<file path="config.mk">
export PLATFORM = sky130hd
export DESIGN_NAME = jtdsp16_pio_fifo_flat
export DESIGN_NICKNAME = d
export VERILOG_FILES = /design/src/rtl/jtdsp16_pio_fifo_if.sv /design/src/rtl/jtdsp16_pio_fifo.sv /design/src/flat_wrapper.sv
export SDC_FILE = /design/constraint.sdc
export NUM_CORES = 1
export LEC_CHECK = 0
export CELL_PAD_IN_SITES_DETAIL_PLACEMENT = 2
export CELL_PAD_IN_SITES_GLOBAL_PLACEMENT = 2
export CORE_ASPECT_RATIO = 0.7
export CORE_MARGIN = 3
export CORE_UTILIZATION = 25
export CTS_CLUSTER_SIZE = 8
export DETAILED_ROUTE_END_ITERATION = 12
export GPL_TIMING_DRIVEN = 0
export PLACE_DENSITY = 0.67
export REMOVE_ABC_BUFFERS = 1
export SETUP_SLACK_MARGIN = 0.4
export SYNTH_ARGS = -nofsm -noshare
export SYNTH_HDL_FRONTEND = slang
export SYNTH_SLANG_ARGS = --single-unit
</file>
<file path="constraint.sdc">
create_clock -name clk -period 2.88 [get_ports clk]
set_input_delay 0.432 -clock clk [delete_from_list [all_inputs] [get_ports clk]]
set_output_delay 0.432 -clock clk [all_outputs]
set_load 0.005 [all_outputs]
</file>
<file path="src/rtl/jtdsp16_pio_fifo_if.sv">
// jtdsp16_pio_fifo_if: bundle of the CPU-side and external-bus-side signals of the
// DSP16 parallel I/O port.
//   slave  : the port block (consumes CPU requests, drives the external bus)
//   master : the CPU / environment side
// Signals
//   stlen, wr, wr_ch, wr_data, rd_req, rd_ch, ovf_clr, ien, iack, pbus_in : to port
//   rd_ready, rd_valid, rd_data, full, ovf, irq_out, pbus_out, psel,
//   pods_n, pids_n                                                       : from port
interface jtdsp16_pio_fifo_if #(
  parameter int unsigned DW  = 16,
  parameter int unsigned NCH = 2,
  parameter int unsigned STW = 3,
  parameter int unsigned CHW = (NCH > 1) ? $clog2(NCH) : 1
);
  logic [STW-1:0] stlen;
  logic           wr;
  logic [CHW-1:0] wr_ch;
  logic [DW-1:0]  wr_data;
  logic           rd_req;
  logic [CHW-1:0] rd_ch;
  logic           rd_ready;
  logic           rd_valid;
  logic [DW-1:0]  rd_data;
  logic           full;
  logic           ovf;
  logic           ovf_clr;
  logic           ien;
  logic           iack;
  logic           irq_out;
  logic [DW-1:0]  pbus_in;
  logic [DW-1:0]  pbus_out;
  logic [NCH-1:0] psel;
  logic           pods_n;
  logic           pids_n;

  modport slave (
    input  stlen, wr, wr_ch, wr_data, rd_req, rd_ch, ovf_clr, ien, iack, pbus_in,
    output rd_ready, rd_valid, rd_data, full, ovf, irq_out, pbus_out, psel, pods_n, pids_n
  );

  modport master (
    output stlen, wr, wr_ch, wr_data, rd_req, rd_ch, ovf_clr, ien, iack, pbus_in,
    input  rd_ready, rd_valid, rd_data, full, ovf, irq_out, pbus_out, psel, pods_n, pids_n
  );
endinterface

</file>
<file path="src/rtl/jtdsp16_pio_fifo.sv">
// jtdsp16_pio_fifo: DSP16 parallel I/O port in active mode. CPU writes queue in a
// FIFO and drain to the external bus as pods_n strobes; CPU reads wait for the FIFO
// to drain, then run a pids_n strobe and return the sampled bus word.
// Ports
//   rst   : asynchronous reset, active high
//   clk   : clock
//   i_cen : clock enable, all state advances only when high
//   pio   : slave side of jtdsp16_pio_fifo_if (CPU requests, status, external bus)
// Optional feature (macro JTDSP16_PIO_EXTIRQ_EN)
//   i_ext_irq    : external interrupt, rising edge sets irq_out when ien=1
//   o_ext_irq_st : synchronised ext_irq level
module jtdsp16_pio_fifo #(
  parameter int unsigned DW    = 16,
  parameter int unsigned DEPTH = 4,
  parameter int unsigned NCH   = 2,
  parameter int unsigned STW   = 3
) (
  input  logic              rst,
  input  logic              clk,
  input  logic              i_cen,
`ifdef JTDSP16_PIO_EXTIRQ_EN
  input  logic              i_ext_irq,
  output logic              o_ext_irq_st,
`endif
  jtdsp16_pio_fifo_if.slave pio
);
  localparam int unsigned AW  = $clog2(DEPTH);
  localparam int unsigned CHW = (NCH > 1) ? $clog2(NCH) : 1;
  localparam logic [AW:0] FullCnt = (AW+1)'(DEPTH);

  typedef enum logic [1:0] {StIdle, StSetup, StOstb, StIstb} st_e;

  st_e            r_st, w_st_nxt;
  logic [AW:0]    r_wptr, r_rptr, w_count;
  logic [CHW-1:0] r_ch_mem  [DEPTH];
  logic [DW-1:0]  r_dat_mem [DEPTH];
  logic           w_empty, w_full, w_push, w_pop, w_ovf_set, w_empty_evt;
  logic           w_rd_ready, w_iack_fall, w_ext_rise, w_irq_set;
  logic           r_ovf, r_irq, r_iack_q;

  // Strobe datapath registers and their next values
  logic           r_is_rd, w_is_rd_nxt;
  logic [STW-1:0] r_cnt, w_cnt_nxt;
  logic [NCH-1:0] r_psel, w_psel_nxt;
  logic [DW-1:0]  r_pbus, w_pbus_nxt;
  logic           r_pods_n, w_pods_n_nxt, r_pids_n, w_pids_n_nxt;
  logic           r_rd_pend, w_rd_pend_nxt;
  logic [CHW-1:0] r_rd_ch, w_rd_ch_nxt;
  logic [DW-1:0]  r_rd_data, w_rd_data_nxt;
  logic           r_rd_valid, w_rd_valid_nxt;

  // FIFO bookkeeping: pointers carry one extra wrap bit so full/empty are distinct
  assign w_count    = r_wptr - r_rptr;
  assign w_empty    = (w_count == '0);
  assign w_full     = (w_count == FullCnt);
  assign w_pop      = i_cen && (r_st == StIdle) && !w_empty;
  // A pop in the same tick frees the slot, so a push is accepted even when full
  assign w_push     = i_cen && pio.wr && (!w_full || w_pop);
  assign w_ovf_set  = i_cen && pio.wr && w_full && !w_pop;
  assign w_empty_evt = w_pop && !w_push && (w_count == (AW+1)'(1));
  assign w_rd_ready = (r_st == StIdle) && w_empty && !r_rd_pend;

  always_ff @(posedge clk) begin
    if (w_push) begin
      r_ch_mem[r_wptr[AW-1:0]]  <= pio.wr_ch;
      r_dat_mem[r_wptr[AW-1:0]] <= pio.wr_data;
    end
  end

  always_ff @(posedge clk or posedge rst) begin
    if (rst) begin
      r_st <= StIdle;
    end else if (i_cen) begin
      r_st <= w_st_nxt;
    end
  end

  always_comb begin
    w_st_nxt       = r_st;
    w_is_rd_nxt    = r_is_rd;
    w_cnt_nxt      = r_cnt;
    w_psel_nxt     = r_psel;
    w_pbus_nxt     = r_pbus;
    w_pods_n_nxt   = r_pods_n;
    w_pids_n_nxt   = r_pids_n;
    w_rd_pend_nxt  = r_rd_pend;
    w_rd_ch_nxt    = r_rd_ch;
    w_rd_data_nxt  = r_rd_data;
    w_rd_valid_nxt = 1'b0;
    if (pio.rd_req && w_rd_ready) begin
      w_rd_pend_nxt = 1'b1;
      w_rd_ch_nxt   = pio.rd_ch;
    end
    unique case (r_st)
      StIdle: begin
        // Queued writes go first so a read always observes earlier writes
        if (!w_empty) begin
          w_st_nxt    = StSetup;
          w_is_rd_nxt = 1'b0;
          w_psel_nxt  = NCH'(1) << r_ch_mem[r_rptr[AW-1:0]];
          w_pbus_nxt  = r_dat_mem[r_rptr[AW-1:0]];
        end else if (r_rd_pend) begin
          w_st_nxt    = StSetup;
          w_is_rd_nxt = 1'b1;
          w_psel_nxt  = NCH'(1) << r_rd_ch;
        end
      end
      StSetup: begin
        w_st_nxt     = r_is_rd ? StIstb : StOstb;
        w_cnt_nxt    = pio.stlen;
        w_pods_n_nxt = r_is_rd;
        w_pids_n_nxt = !r_is_rd;
      end
      StOstb, StIstb: begin
        if (r_cnt == '0) begin
          w_st_nxt     = StIdle;
          w_pods_n_nxt = 1'b1;
          w_pids_n_nxt = 1'b1;
          w_psel_nxt   = '0;
          if (r_st == StIstb) begin
            w_rd_data_nxt  = pio.pbus_in;
            w_rd_valid_nxt = 1'b1;
            w_rd_pend_nxt  = 1'b0;
          end
        end else begin
          w_cnt_nxt = r_cnt - 1'b1;
        end
      end
      default: w_st_nxt = StIdle;
    endcase
  end

  assign w_iack_fall = r_iack_q && !pio.iack;
  assign w_irq_set   = pio.ien && (w_empty_evt || w_ext_rise);

  always_ff @(posedge clk or posedge rst) begin
    if (rst) begin
      r_wptr     <= '0;
      r_rptr     <= '0;
      r_is_rd    <= 1'b0;
      r_cnt      <= '0;
      r_psel     <= '0;
      r_pbus     <= '0;
      r_pods_n   <= 1'b1;
      r_pids_n   <= 1'b1;
      r_rd_pend  <= 1'b0;
      r_rd_ch    <= '0;
      r_rd_data  <= '0;
      r_rd_valid <= 1'b0;
      r_ovf      <= 1'b0;
      r_irq      <= 1'b0;
      r_iack_q   <= 1'b0;
    end else if (i_cen) begin
      if (w_push) r_wptr <= r_wptr + 1'b1;
      if (w_pop)  r_rptr <= r_rptr + 1'b1;
      r_is_rd    <= w_is_rd_nxt;
      r_cnt      <= w_cnt_nxt;
      r_psel     <= w_psel_nxt;
      r_pbus     <= w_pbus_nxt;
      r_pods_n   <= w_pods_n_nxt;
      r_pids_n   <= w_pids_n_nxt;
      r_rd_pend  <= w_rd_pend_nxt;
      r_rd_ch    <= w_rd_ch_nxt;
      r_rd_data  <= w_rd_data_nxt;
      r_rd_valid <= w_rd_valid_nxt;
      // Set wins over clear for both sticky flags
      r_ovf      <= w_ovf_set || (r_ovf && !pio.ovf_clr);
      r_irq      <= w_irq_set || (r_irq && !w_iack_fall);
      r_iack_q   <= pio.iack;
    end
  end

`ifdef JTDSP16_PIO_EXTIRQ_EN
  logic r_ext_s1, r_ext_s2, r_ext_s3;

  always_ff @(posedge clk or posedge rst) begin
    if (rst) begin
      r_ext_s1 <= 1'b0;
      r_ext_s2 <= 1'b0;
      r_ext_s3 <= 1'b0;
    end else if (i_cen) begin
      r_ext_s1 <= i_ext_irq;
      r_ext_s2 <= r_ext_s1;
      r_ext_s3 <= r_ext_s2;
    end
  end

  assign w_ext_rise   = r_ext_s2 && !r_ext_s3;
  assign o_ext_irq_st = r_ext_s2;
`else
  assign w_ext_rise = 1'b0;
`endif

  assign pio.rd_ready = w_rd_ready;
  assign pio.rd_valid = r_rd_valid;
  assign pio.rd_data  = r_rd_data;
  assign pio.full     = w_full;
  assign pio.ovf      = r_ovf;
  assign pio.irq_out  = r_irq;
  assign pio.pbus_out = r_pbus;
  assign pio.psel     = r_psel;
  assign pio.pods_n   = r_pods_n;
  assign pio.pids_n   = r_pids_n;
endmodule

</file>
<file path="src/flat_wrapper.sv">
// flat-port wrapper written by rule: the top's interface ports become plain ports
module jtdsp16_pio_fifo_flat 
#(
  parameter int unsigned DW    = 16,
  parameter int unsigned DEPTH = 4,
  parameter int unsigned NCH   = 2,
  parameter int unsigned STW   = 3
)
  (rst, clk, i_cen, pio_stlen, pio_wr, pio_wr_ch, pio_wr_data, pio_rd_req, pio_rd_ch, pio_ovf_clr, pio_ien, pio_iack, pio_pbus_in, pio_rd_ready, pio_rd_valid, pio_rd_data, pio_full, pio_ovf, pio_irq_out, pio_pbus_out, pio_psel, pio_pods_n, pio_pids_n);
  jtdsp16_pio_fifo_if #(.DW(DW), .NCH(NCH), .STW(STW)) pio_i ();
  input  logic rst;
  input  logic clk;
  input  logic i_cen;
  input wire logic [$bits(pio_i.stlen)-1:0] pio_stlen;
  input wire logic [$bits(pio_i.wr)-1:0] pio_wr;
  input wire logic [$bits(pio_i.wr_ch)-1:0] pio_wr_ch;
  input wire logic [$bits(pio_i.wr_data)-1:0] pio_wr_data;
  input wire logic [$bits(pio_i.rd_req)-1:0] pio_rd_req;
  input wire logic [$bits(pio_i.rd_ch)-1:0] pio_rd_ch;
  input wire logic [$bits(pio_i.ovf_clr)-1:0] pio_ovf_clr;
  input wire logic [$bits(pio_i.ien)-1:0] pio_ien;
  input wire logic [$bits(pio_i.iack)-1:0] pio_iack;
  input wire logic [$bits(pio_i.pbus_in)-1:0] pio_pbus_in;
  output wire logic [$bits(pio_i.rd_ready)-1:0] pio_rd_ready;
  output wire logic [$bits(pio_i.rd_valid)-1:0] pio_rd_valid;
  output wire logic [$bits(pio_i.rd_data)-1:0] pio_rd_data;
  output wire logic [$bits(pio_i.full)-1:0] pio_full;
  output wire logic [$bits(pio_i.ovf)-1:0] pio_ovf;
  output wire logic [$bits(pio_i.irq_out)-1:0] pio_irq_out;
  output wire logic [$bits(pio_i.pbus_out)-1:0] pio_pbus_out;
  output wire logic [$bits(pio_i.psel)-1:0] pio_psel;
  output wire logic [$bits(pio_i.pods_n)-1:0] pio_pods_n;
  output wire logic [$bits(pio_i.pids_n)-1:0] pio_pids_n;
  assign pio_i.stlen = pio_stlen;
  assign pio_i.wr = pio_wr;
  assign pio_i.wr_ch = pio_wr_ch;
  assign pio_i.wr_data = pio_wr_data;
  assign pio_i.rd_req = pio_rd_req;
  assign pio_i.rd_ch = pio_rd_ch;
  assign pio_i.ovf_clr = pio_ovf_clr;
  assign pio_i.ien = pio_ien;
  assign pio_i.iack = pio_iack;
  assign pio_i.pbus_in = pio_pbus_in;
  assign pio_rd_ready = pio_i.rd_ready;
  assign pio_rd_valid = pio_i.rd_valid;
  assign pio_rd_data = pio_i.rd_data;
  assign pio_full = pio_i.full;
  assign pio_ovf = pio_i.ovf;
  assign pio_irq_out = pio_i.irq_out;
  assign pio_pbus_out = pio_i.pbus_out;
  assign pio_psel = pio_i.psel;
  assign pio_pods_n = pio_i.pods_n;
  assign pio_pids_n = pio_i.pids_n;
  jtdsp16_pio_fifo #(.DW(DW), .DEPTH(DEPTH), .NCH(NCH), .STW(STW)) u_core (.rst(rst), .clk(clk), .i_cen(i_cen), .pio(pio_i));
endmodule
</file>
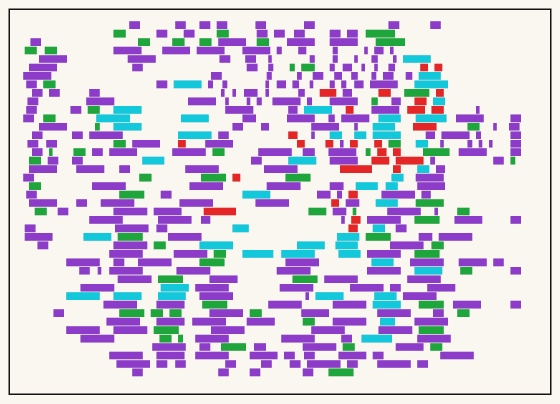
run_1/drive_strength.png
size	colour	cells	most used
drive 6 and up	cyan	47	clkbuf_16
drive 2	green	65	mux2_2
drive 1 or less	purple	277	clkdlybuf4s50_1
drive 3 to 4	red	28	buf_4

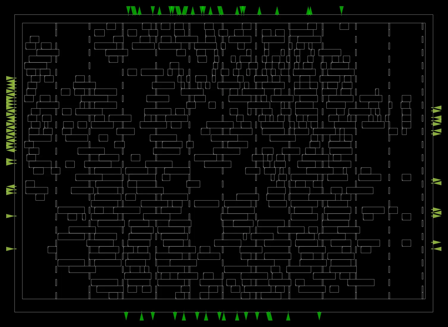
run_1/final_placement.png
Layout fillers: 1882
Rows: 42
flop count: 122
tapcell count: 264
final core utilization: 0.379

==> impl_metrics.toml, run 1 <==
# generated from flow reports
[outcome]
outcome = "finished clean"

[global_route]
antenna_found_initial = 1
use_met1 = 0.160
grt_pass1_vias = 3393
grt_max_degree = 35
top_usage_layer = "met2"
grt.total_usage = 0.129
grt_use_met3 = 0.0516
grt_pass1_wl_mm = 20.2
overflow = 0

[floorplan]
core_um2 = 19100
dieArea_um2 = 21400
die_w_um = 173
fp-utilization = 0.257

[cts]
clk_pin_slew_ns = 0.06
clk_latency_ns = 0.42
cts.sinks = 122
cts_root_buf = "clkbuf_16"
cts-buffers-inserted = 17
clock_path_buffers = 2
htreeDepth = 4

[critical_path]
cp-start-kind = "flop"
crit_arrival_ns = 2.35
criticalPathCategory = "flop to output pin"
crit_fanout = 3

[min_path]
min_path_type = "input port to asynchronous set/reset pin"

[final_timing]
worst_pin_slew_ns = 0.863
fin_skew_ns = 0.0115
period_minus_slack_ns = 2.78
max_freq_mhz = 360
fin_crit_sh = 0.965
rsz0062_at_grt = "yes"
hold_viol = 0
max-slew-margin-rel = 0.425
fin_tns_setup_ns = 0

[place]
dp.final_hpwl_mm = 7.74
dp_slack_ns = -1.05
gp_congestion = 0.696
port-buffer-count = 85

[synthesis]
edf_count = 68
synth.area.top_cells = "edfxtp_1 42%, dfrtp_1 27%, mux4_2 7.8%"
syn_avg_cell_area_um2 = 17.7
async_reset_ff_frac = 0.443
yosys.area.top_type_share = 0.416
synth_area_um2 = 4900
synth_cells = 277
ys_warn_count = 0
synth_top_cell_by_area = "edfxtp_1"
ys_area_um2 = 4900
flop_cell = "edfxtp_1"

[power_and_ir_drop]
power_density_nw_per_um2 = 1160

[finish]
nets = 458
drive_gt1_frac = 0.336
area_delta_synth_final_pct = 47.4
fin_cells = 681
diodes = 0
combGateArea_um2 = 1470

[route]
drt_iter0_drc = 102
wire_per_inst_um = 18.9
dr_total_vias = 2891
antenna_left = 0
drc = 0
dr.pass1.iters = 5

[flow_run]
max-cap-violations = 0
warnings = 31
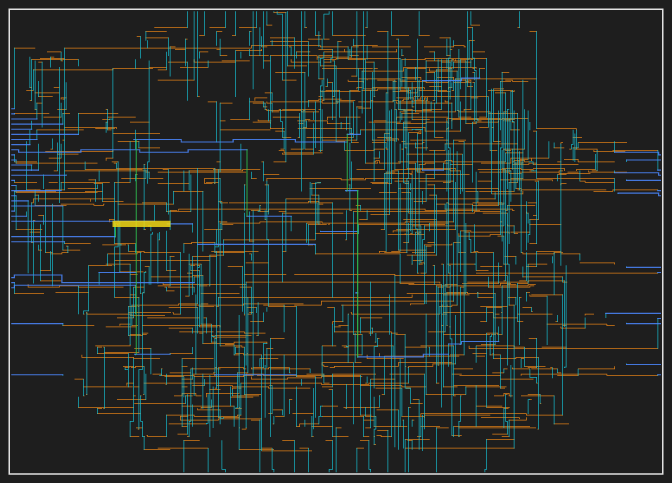
run_1/metal_stack.png
layer	colour	wire length
met2	cyan	6160 um
met1	orange	5830 um
met5	yellow	13.8 um
met3	blue	708 um
met4	green	137 um

[run 1: metrics by stage]
| stage | area [um^2] | utilization |
|---|---|---|
| floorplan | 4840 | - |
| global placement | 6020 | 0.315 |
| detailed placement | 6060 | 0.318 |
| CTS | 7170 | 0.376 |
| global route | 7230 | 0.379 |
| finish | 7230 | 0.379 |
[run 1: metal layers]
layer	vias to the layer above	routed length (um)	part of all wire
met1	1498	5830	0.45
met2	65	6160	0.48
li1	1312	-	-
met5	-	13	0.0010
met4	2	137	0.011
met3	14	707	0.055
[run 1: state kept, by name (all words and copies together) (netlist names), 2 cells and up]
signal and flops:
u_core.pio.pbus_out 16, u_core.pio.psel 2, u_core.pio.rd_data 16, u_core.r_ch_mem 4, u_core.r_cnt 3, u_core.r_dat_mem 64
u_core.r_rptr 3, u_core.r_st 2, u_core.r_wptr 3
[run 1: Yosys cell counts, types with 7 or more instances]
cell type / instances
edfxtp_1: 68
dfrtp_1: 52
mux2_2: 33
mux4_2: 17
nor2_1: 11
o21ai_0: 10
nand2_1: 9
ha_1: 8
inv_1: 7
[run 1: where the power goes]
part | switching (mW) | total [mW] | internal, mW
combinational | 1.31 | 3.28 | 1.97
clock | 0.787 | 2.43 | 1.64
sequential | 0.335 | 2.70 | 2.37
total | 2.44 | 8.41 | 5.98
[run 1: layout make-up]
type	instances	area share
Clock buffer	19	0.0613
Clock inverter	13	0.0308
Inverter	8	0.00415
Multi-Input combinational cell	136	0.203
Sequential cell	122	0.471
Tap cell	264	0.0457
Timing Repair Buffer	119	0.184
[run 1: critical path: stages, from the launching register on]
cell     delay, ns
dfrtp_4       0.51
ha_4          0.18
fa_2          0.61
nand2_4       0.09
nor3_4        0.23
nor3b_2       0.18
buf_2         0.13
[run 1: worst paths after layout]
path	depth (start not counted)	end	from	slack [ns]
worst max register to register	11	u_core.r_dat_mem[1][9]$_DFFE_PP_	u_core.r_rptr[0]$_DFFE_PP0P_	0.11
worst min register to register	1	u_core.pio.pbus_out[10]$_DFFE_PP0P_	u_core.pio.pbus_out[10]$_DFFE_PP0P_	0.48
worst min-delay path	2	u_core.pio.rd_data[14]$_DFFE_PP0P_	rst	0.38
min in group clk	1	u_core.pio.pbus_out[10]$_DFFE_PP0P_	u_core.pio.pbus_out[10]$_DFFE_PP0P_	0.48
worst max-delay path	6	pio_rd_ready	u_core.r_rptr[0]$_DFFE_PP0P_	0.10
max in group asynchronous	3	u_core.pio.pids_n$_DFFE_PP1P_	rst	1.85
[run 1: kinds of logic after synthesis]
group,Yosys count,share of synthesized area
DFF,122,0.693
muxes,54,0.164
xor gates and xnor gates,6,0.0168
AOI/OAI and AO/OA,28,0.0396
buffers and inverters,19,0.0199
adders and majority gates,9,0.0245
and+or+nand+nor,39,0.0431
[run 1: placed cells by master, fill, tap and decap left out, types with 7 or more instances in the layout]
cell type,n
o21ai_0,10
buf_6,8
edfxtp_1,68
nor2_1,10
mux4_2,17
clkdlybuf4s50_1,83
ha_1,7
dfrtp_1,50
buf_4,11
clkbuf_16,17
buf_12,11
mux2_2,33
nand2_1,8
[run 1: timing repair]
action,CTS,global route
pin swaps,10,5
endpoints found under the setup margin,100,76
resized,37,2
cloned,2,0
hold buffers,0,0
buffers inserted,24,6
run_1/cell_classes.png
Fill, decap, tap and diode cells in grey.
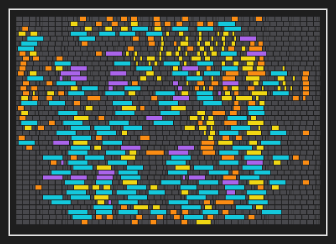

==> inputs of run 2 (changes only) <==
- HOLD_SLACK_MARGIN: unset -> 0.1
- SKIP_LAST_GASP: unset -> 1
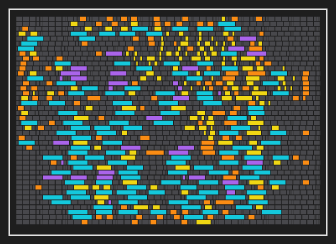
run_2/cell_classes.png
Fill, decap, tap and diode cells in grey.
class	colour	cells
other buffers and delay cells	orange	119
clock drivers and dummy loads	purple	32
all other logic	yellow	144
flip-flops	cyan	122

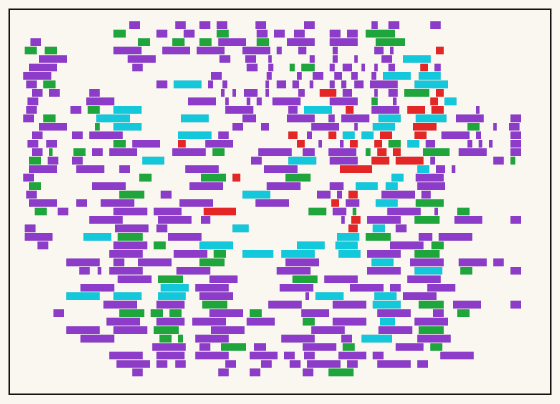
run_2/drive_strength.png
size	colour	cells	most used
drive 1 or less	purple	277	clkdlybuf4s50_1
drive 3 to 4	red	28	buf_4
drive 2	green	65	mux2_2
drive 6 and up	cyan	47	clkbuf_16

==> impl_metrics.toml, run 2 <==
# generated from flow reports
[cts]
htreeDepth = 4
clk_pin_slew_ns = 0.06
cts_root_buf = "clkbuf_16"
clock_path_buffers = 2
cts_tree = "done"
cts.sinks = 122
cts_hold_buf = 0
cts-buffers-inserted = 17
clk_latency_ns = 0.42

[floorplan]
core_um2 = 19100
io_pins = 86
rows = 42
die_height_um = 123
fp-utilization = 0.257
die_w_um = 173
dieArea_um2 = 21400

[global_route]
grt.total_usage = 0.128
grt_pass1_wl_mm = 20.3
overflow = 0
antenna_found_initial = 1
grt_max_degree = 35
grt_pass1_vias = 3410

[synthesis]
ys_types = 48
edf_count = 68
ys_area_um2 = 4900
synth-compound-area-share = 0.0396
synthAdderAreaFrac = 0.0245
numSynthFlops = 122
mux_share = 0.164
yosys_cells = 277
syn_avg_cell_area_um2 = 17.7
flop_cell = "edfxtp_1"
top_logic_kind = "multiplexers"
async_reset_ff_frac = 0.443
synth_cells = 277
xor_share = 0.0168
synth_top_cell_by_area = "edfxtp_1"
yosys.area.top_type_share = 0.416
synth.area.top_cells = "edfxtp_1 42%, dfrtp_1 27%, mux4_2 7.8%"
simple_gate_share = 0.0431
ys_seq_frac = 0.693
ys_warn_count = 0
common_cells = "68 x edfxtp_1, 52 x dfrtp_1, 33 x mux2_2"
yosysMostFrequentCell = "edfxtp_1"
synth_area_um2 = 4900

[critical_path]
critPathRequiredTime_ns = 3.00
criticalPathCategory = "flop to flop"
cp-start-kind = "flop"
worstReg2RegStart = "u_core.r_rptr[0]$_DFFE_PP0P_"
critPathLaunch = "u_core.r_rptr[0]$_DFFE_PP0P_"
crit_arrival_ns = 2.92
endpoint_kind = "flop"
crit_fanout = 7

[finish]
n_fill_cell = 1892
largest_reg_flops = 64
area.sequential_um2 = 3400
combGateArea_um2 = 1470
design_area_um2 = 7230
diodes = 0
layout_top_cells = "83 x clkdlybuf4s50_1, 68 x edfxtp_1, 50 x dfrtp_1"
drive_gt1_frac = 0.336
nets = 458
area_delta_synth_final_pct = 47.4
lay_top_count = "clkdlybuf4s50_1"

[route]
vias_per_cell = 4.25
wire_per_inst_um = 19.2
antenna_left = 0
wl_met3_um = 684
dr.max_layer_used = "met5"
dr.pass1.iters = 5
drc = 0
wl_met2_mm = 6.33
finalWirelength_mm = 13.0
met1_length_mm = 5.91
drt_iter0_drc = 97
dr_total_vias = 2892

[place]
port-buffer-count = 85
dp_slack_ns = -1.05
postPlaceCellArea_um2 = 6060
gp_congestion = 0.696
dp.final_hpwl_mm = 7.74

[final_timing]
max-slew-margin-rel = 0.426
rsz0062_at_grt = "yes"
final_max_slew_viol_count = 0
hold_viol = 0
worst_pin_slew_ns = 0.861
final-setup-viol-count = 0
period_minus_slack_ns = 2.80
max_freq_mhz = 358
fin_crit_sh = 0.971
fin_ws_ns = 0.0836
fin_skew_ns = 0.0155

[power_and_ir_drop]
power_density_nw_per_um2 = 1170
p_leak_nw = 2.75
finalPower_mw = 8.43
peakVddDrop_mv = 0.355

[outcome]
outcome = "finished clean"

[flow_run]
warnings = 31
max-cap-violations = 0

[min_path]
min_path_type = "input port to asynchronous set/reset pin"
[run 2: through the flow]
step	TNS (ns)	utilization	instances	hold WS, ns
6_report	0	0.379	681	0.383
5_1_grt	-0.0156	0.379	681	0.411
4_1_cts	-0.0644	0.376	675	0.397
2_1_floorplan	-6.32	-	266	0.464
3_3_place_gp	-92.56	0.315	615	0.470
3_5_place_dp	-78.21	0.318	617	0.473
[run 2: area by class of cell]
type	instances	area share
clock buffers	19	0.0613
clock inverters	13	0.0308
inverters	8	0.00415
multi-input cells	136	0.203
flip-flops and latches	122	0.471
well taps	264	0.0457
repair buffers	119	0.184
[run 2: critical path: stages, from the launching register on]
cell and delay, ns:
dfrtp_4 0.51, ha_4 0.18, fa_2 0.41, xor3_2 0.28, buf_4 0.16, buf_6 0.10
buf_6 0.11, a31oi_4 0.21, buf_6 0.13, and2_4 0.17, buf_12 0.11, buf_12 0.12
[run 2: repair_timing]
item | in CTS | in global routing
endpoints found under the setup margin | 100 | 76
resized | 36 | 3
pin swaps | 10 | 5
gates cloned | 2 | 0
setup buffers | 24 | 6
hold endpoints to repair | 0 | 0
[run 2: logic make-up after synthesis]
group,after synthesis
and+or+nand+nor,39
AOI/OAI and AO/OA,28
buffers and inverters,19
DFF,122
xor gates and xnor gates,6
adders and majority gates,9
muxes,54
[run 2: final timing paths]
| path | slack (ns) | to | cells after the start |
|---|---|---|---|
| setup / recovery | 0.08 | u_core.r_ch_mem[1]$_DFFE_PP_ | 11 |
| hold / removal | 0.38 | u_core.pio.rd_data[14]$_DFFE_PP0P_ | 2 |
| min in group clk | 0.48 | u_core.pio.ovf$_DFFE_PP0P_ | 2 |
| setup reg to reg | 0.08 | u_core.r_ch_mem[1]$_DFFE_PP_ | 11 |
| hold reg to reg | 0.48 | u_core.pio.ovf$_DFFE_PP0P_ | 2 |
| max in group asynchronous | 1.85 | u_core.pio.pids_n$_DFFE_PP1P_ | 3 |
[run 2: metal layers]
| layer | vias up | global-route usage |
|---|---|---|
| met4 | 2 | 0.0395 |
| li1 | 1310 | - |
| met3 | 11 | 0.0488 |
| met5 | - | 0 |
| met2 | 63 | 0.209 |
| met1 | 1506 | 0.160 |
[run 2: power by group]
group          internal, mW  switching (mW)  total (mW)
Sequential             2.37           0.337        2.71
Combinational          1.97            1.33        3.30
Clock                  1.64           0.786        2.42
Total                  5.98            2.45        8.43
run_2/final_placement.png
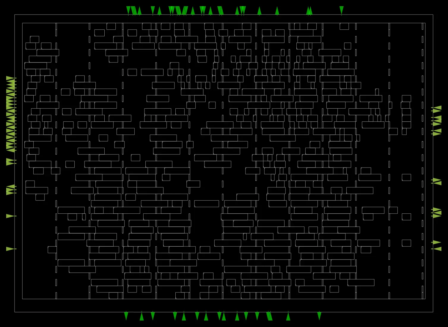

==> inputs of run 3 (changes only) <==
==> constraint.sdc (replaced) <==
create_clock -name clk -period 2.88 [get_ports clk]
set_input_delay 0.576 -clock clk [delete_from_list [all_inputs] [get_ports clk]]
set_output_delay 0.576 -clock clk [all_outputs]
set_load 0.005 [all_outputs]
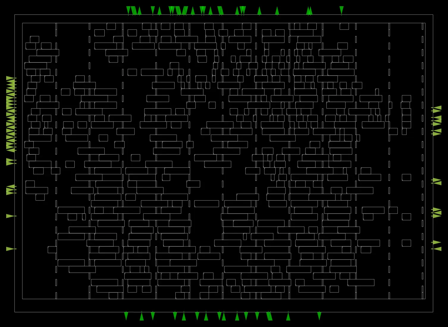
run_3/final_placement.png
fraction of area in registers: 0.470
core area: 19100 um^2
fin cells: 682
Layout fillers: 1887

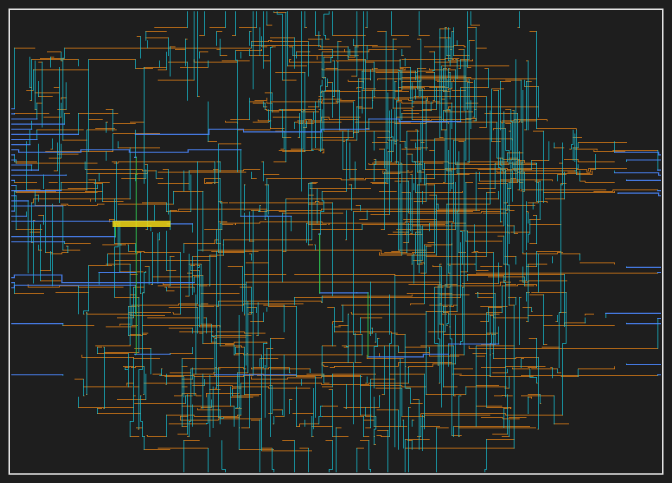
run_3/metal_stack.png
layer	colour	wire length
met4	green	88.4 um
met3	blue	680 um
met2	cyan	6300 um
met1	orange	5880 um
met5	yellow	13.8 um

==> impl_metrics.toml, run 3 <==
# generated from flow reports
[global_route]
grt_max_degree = 35
grt.total_usage = 0.128
antenna_found_initial = 1
grt_pass1_vias = 3392
overflow = 0
grt_pass1_wl_mm = 20.2

[route]
antenna_left = 0
vias_per_cell = 4.26
wire_per_inst_um = 19.0
dr.pass1.iters = 5
dr_total_vias = 2905
wl_met3_um = 680
wl_met2_mm = 6.30
dr.max_layer_used = "met5"
drc = 0
finalWirelength_mm = 13.0
drt_iter0_drc = 108
met1_length_mm = 5.88

[synthesis]
edf_count = 68
yosys_cells = 277
numSynthFlops = 122
synth_top_cell_by_area = "edfxtp_1"
synth.area.top_cells = "edfxtp_1 42%, dfrtp_1 27%, mux4_2 7.8%"
yosys.area.top_type_share = 0.416
syn_avg_cell_area_um2 = 17.7
ys_types = 48
yosysMostFrequentCell = "edfxtp_1"
flop_cell = "edfxtp_1"
ys_warn_count = 0
synth_cells = 277
synth_area_um2 = 4900
ys_area_um2 = 4900
async_reset_ff_frac = 0.443
ys_seq_frac = 0.693
common_cells = "68 x edfxtp_1, 52 x dfrtp_1, 33 x mux2_2"

[power_and_ir_drop]
power_density_nw_per_um2 = 1170
p_leak_nw = 2.76
peakVddDrop_mv = 0.355
p_seq_frac = 0.319
intPower_mw = 6.01
combPwrFrac = 0.395
sw_frac_of_total = 0.290
p_clk_frac = 0.286
p_sw_mw = 2.46

[final_timing]
fin_crit_sh = 1.02
fin_skew_ns = 0.0169
final_max_slew_viol_count = 0
worst_pin_slew_ns = 0.870
fin_hold_ws_ns = 0.483
max_freq_mhz = 341
final-setup-viol-count = 1
period_minus_slack_ns = 2.93
fin_ws_ns = -0.0485
hold_viol = 0
rsz0062_at_grt = "yes"
max-slew-margin-rel = 0.420

[place]
dp.final_hpwl_mm = 7.74
gp_congestion = 0.696
port-buffer-count = 85

[floorplan]
rows = 42
dieArea_um2 = 21400
fp-utilization = 0.257
io_pins = 86
die_height_um = 123
die_w_um = 173

[cts]
clk_pin_slew_ns = 0.05
cts_tree = "done"
cts-buffers-inserted = 17
clk_latency_ns = 0.42
clock_path_buffers = 2
cts_root_buf = "clkbuf_16"
cts_hold_buf = 0
cts.sinks = 122
htreeDepth = 4

[flow_run]
warnings = 31
max-cap-violations = 0

[critical_path]
cp_cell_sequence = "ha_4 > fa_2 > nand2_4 > nor3_4 > nor3b_2 > buf_2"
crit_arrival_ns = 2.35
slowest_stage = "fa_2"
criticalPathCategory = "flop to output pin"
endpoint_kind = "output pin"
slowest_delay_ns = 0.62
reg2reg_depth = 11
critPathRequiredTime_ns = 2.30
crit_fanout = 3
cp-start-kind = "flop"

[min_path]
holdPathStages = 1
min_path_type = "flop to flop"

[finish]
layout_top_cells = "83 x clkdlybuf4s50_1, 68 x edfxtp_1, 50 x dfrtp_1"
drive_gt1_frac = 0.337
area_delta_synth_final_pct = 47.8
lay_top_count = "clkdlybuf4s50_1"
nets = 459
largest_reg_flops = 64
diodes = 0
final_util = 0.380

[outcome]
outcome = "finished, violations left"
violations = "negative setup slack"
==> run 3: kinds of logic (layout without fill, tap and decap cells) <==
kind of cell               Yosys count  after routing  share of synthesized area
AOI/OAI and AO/OA                   28             28                     0.0396
DFF                                122            122                      0.693
adders and majority gates            9              9                     0.0245
and+or+nand+nor                     39             39                     0.0431
buffers and inverters               19            160                     0.0199
muxes                               54             54                      0.164
xor gates and xnor gates             6              6                     0.0168
==> run 3: what timing repair did <==
action                     in CTS  in global routing
gates cloned                    2                  0
buffers inserted               23                  8
setup endpoints to repair     100                 76
pin swaps                      10                  6
gates resized                  36                  5
==> run 3: through the flow <==
step | instance area [um^2] | setup slack, ns | cells | TNS, ns | total power, mW
2_1_floorplan | 4840 | -0.162 | 266 | -6.32 | 4.03
3_3_place_gp | 6020 | -1.15 | 615 | -100.33 | 5.04
3_5_place_dp | 6060 | -1.05 | 617 | -78.49 | 5.22
4_1_cts | 7160 | -0.208 | 674 | -0.208 | 8.28
5_1_grt | 7250 | -0.152 | 682 | -0.152 | 8.97
6_report | 7250 | -0.0485 | 682 | -0.0485 | 8.46
==> run 3: layout make-up <==
class / count / area (um^2) / share of cell area
clock buffer: 19 / 443 / 0.0611
clock inverter: 13 / 223 / 0.0307
multi-input combinational: 136 / 1470 / 0.203
timing repair buffer: 120 / 1340 / 0.185
sequential: 122 / 3400 / 0.470
tap: 264 / 330 / 0.0456
inverter: 8 / 30.0 / 0.00414
==> run 3: power groups by stage <==
| stage | clock network [mW] | logic, mW | registers, mW |
|---|---|---|---|
| 5_1_grt | 2.57 | 3.62 | 2.78 |
| 3_5_place_dp | 0 | 2.37 | 2.84 |
| 3_3_place_gp | 0 | 2.24 | 2.80 |
| 2_1_floorplan | 0 | 1.31 | 2.72 |
| 6_report | 2.42 | 3.34 | 2.70 |
| 4_1_cts | 2.47 | 3.09 | 2.72 |
==> run 3: final timing paths <==
path | startpoint | end | slack (ns)
min reg2reg | u_core.pio.pbus_out[10]$_DFFE_PP0P_ | u_core.pio.pbus_out[10]$_DFFE_PP0P_ | 0.48
max reg2reg | u_core.r_rptr[0]$_DFFE_PP0P_ | u_core.r_ch_mem[1]$_DFFE_PP_ | 0.07
max in group asynchronous | rst | u_core.pio.pids_n$_DFFE_PP1P_ | 1.71
min in group asynchronous | rst | u_core.pio.rd_data[14]$_DFFE_PP0P_ | 0.53
max | u_core.r_rptr[0]$_DFFE_PP0P_ | pio_rd_ready | -0.05
min | u_core.pio.pbus_out[10]$_DFFE_PP0P_ | u_core.pio.pbus_out[10]$_DFFE_PP0P_ | 0.48
==> run 3: critical path: cells and delay by family, from the launching register on <==
family | cells | cell delay (ns)
buffers and inverters | 1 | 0.13
and+or+nand+nor | 3 | 0.50
DFF | 1 | 0.51
adders and majority gates | 2 | 0.80
==> run 3: metal layers <==
| metal | vias up | GRT usage |
|---|---|---|
| met5 | - | 0 |
| met4 | 2 | 0.0395 |
| met3 | 9 | 0.0488 |
| met2 | 64 | 0.207 |
| met1 | 1517 | 0.161 |
| li1 | 1313 | - |
Power figures rest on the tool's default switching activity, not on a simulated workload.
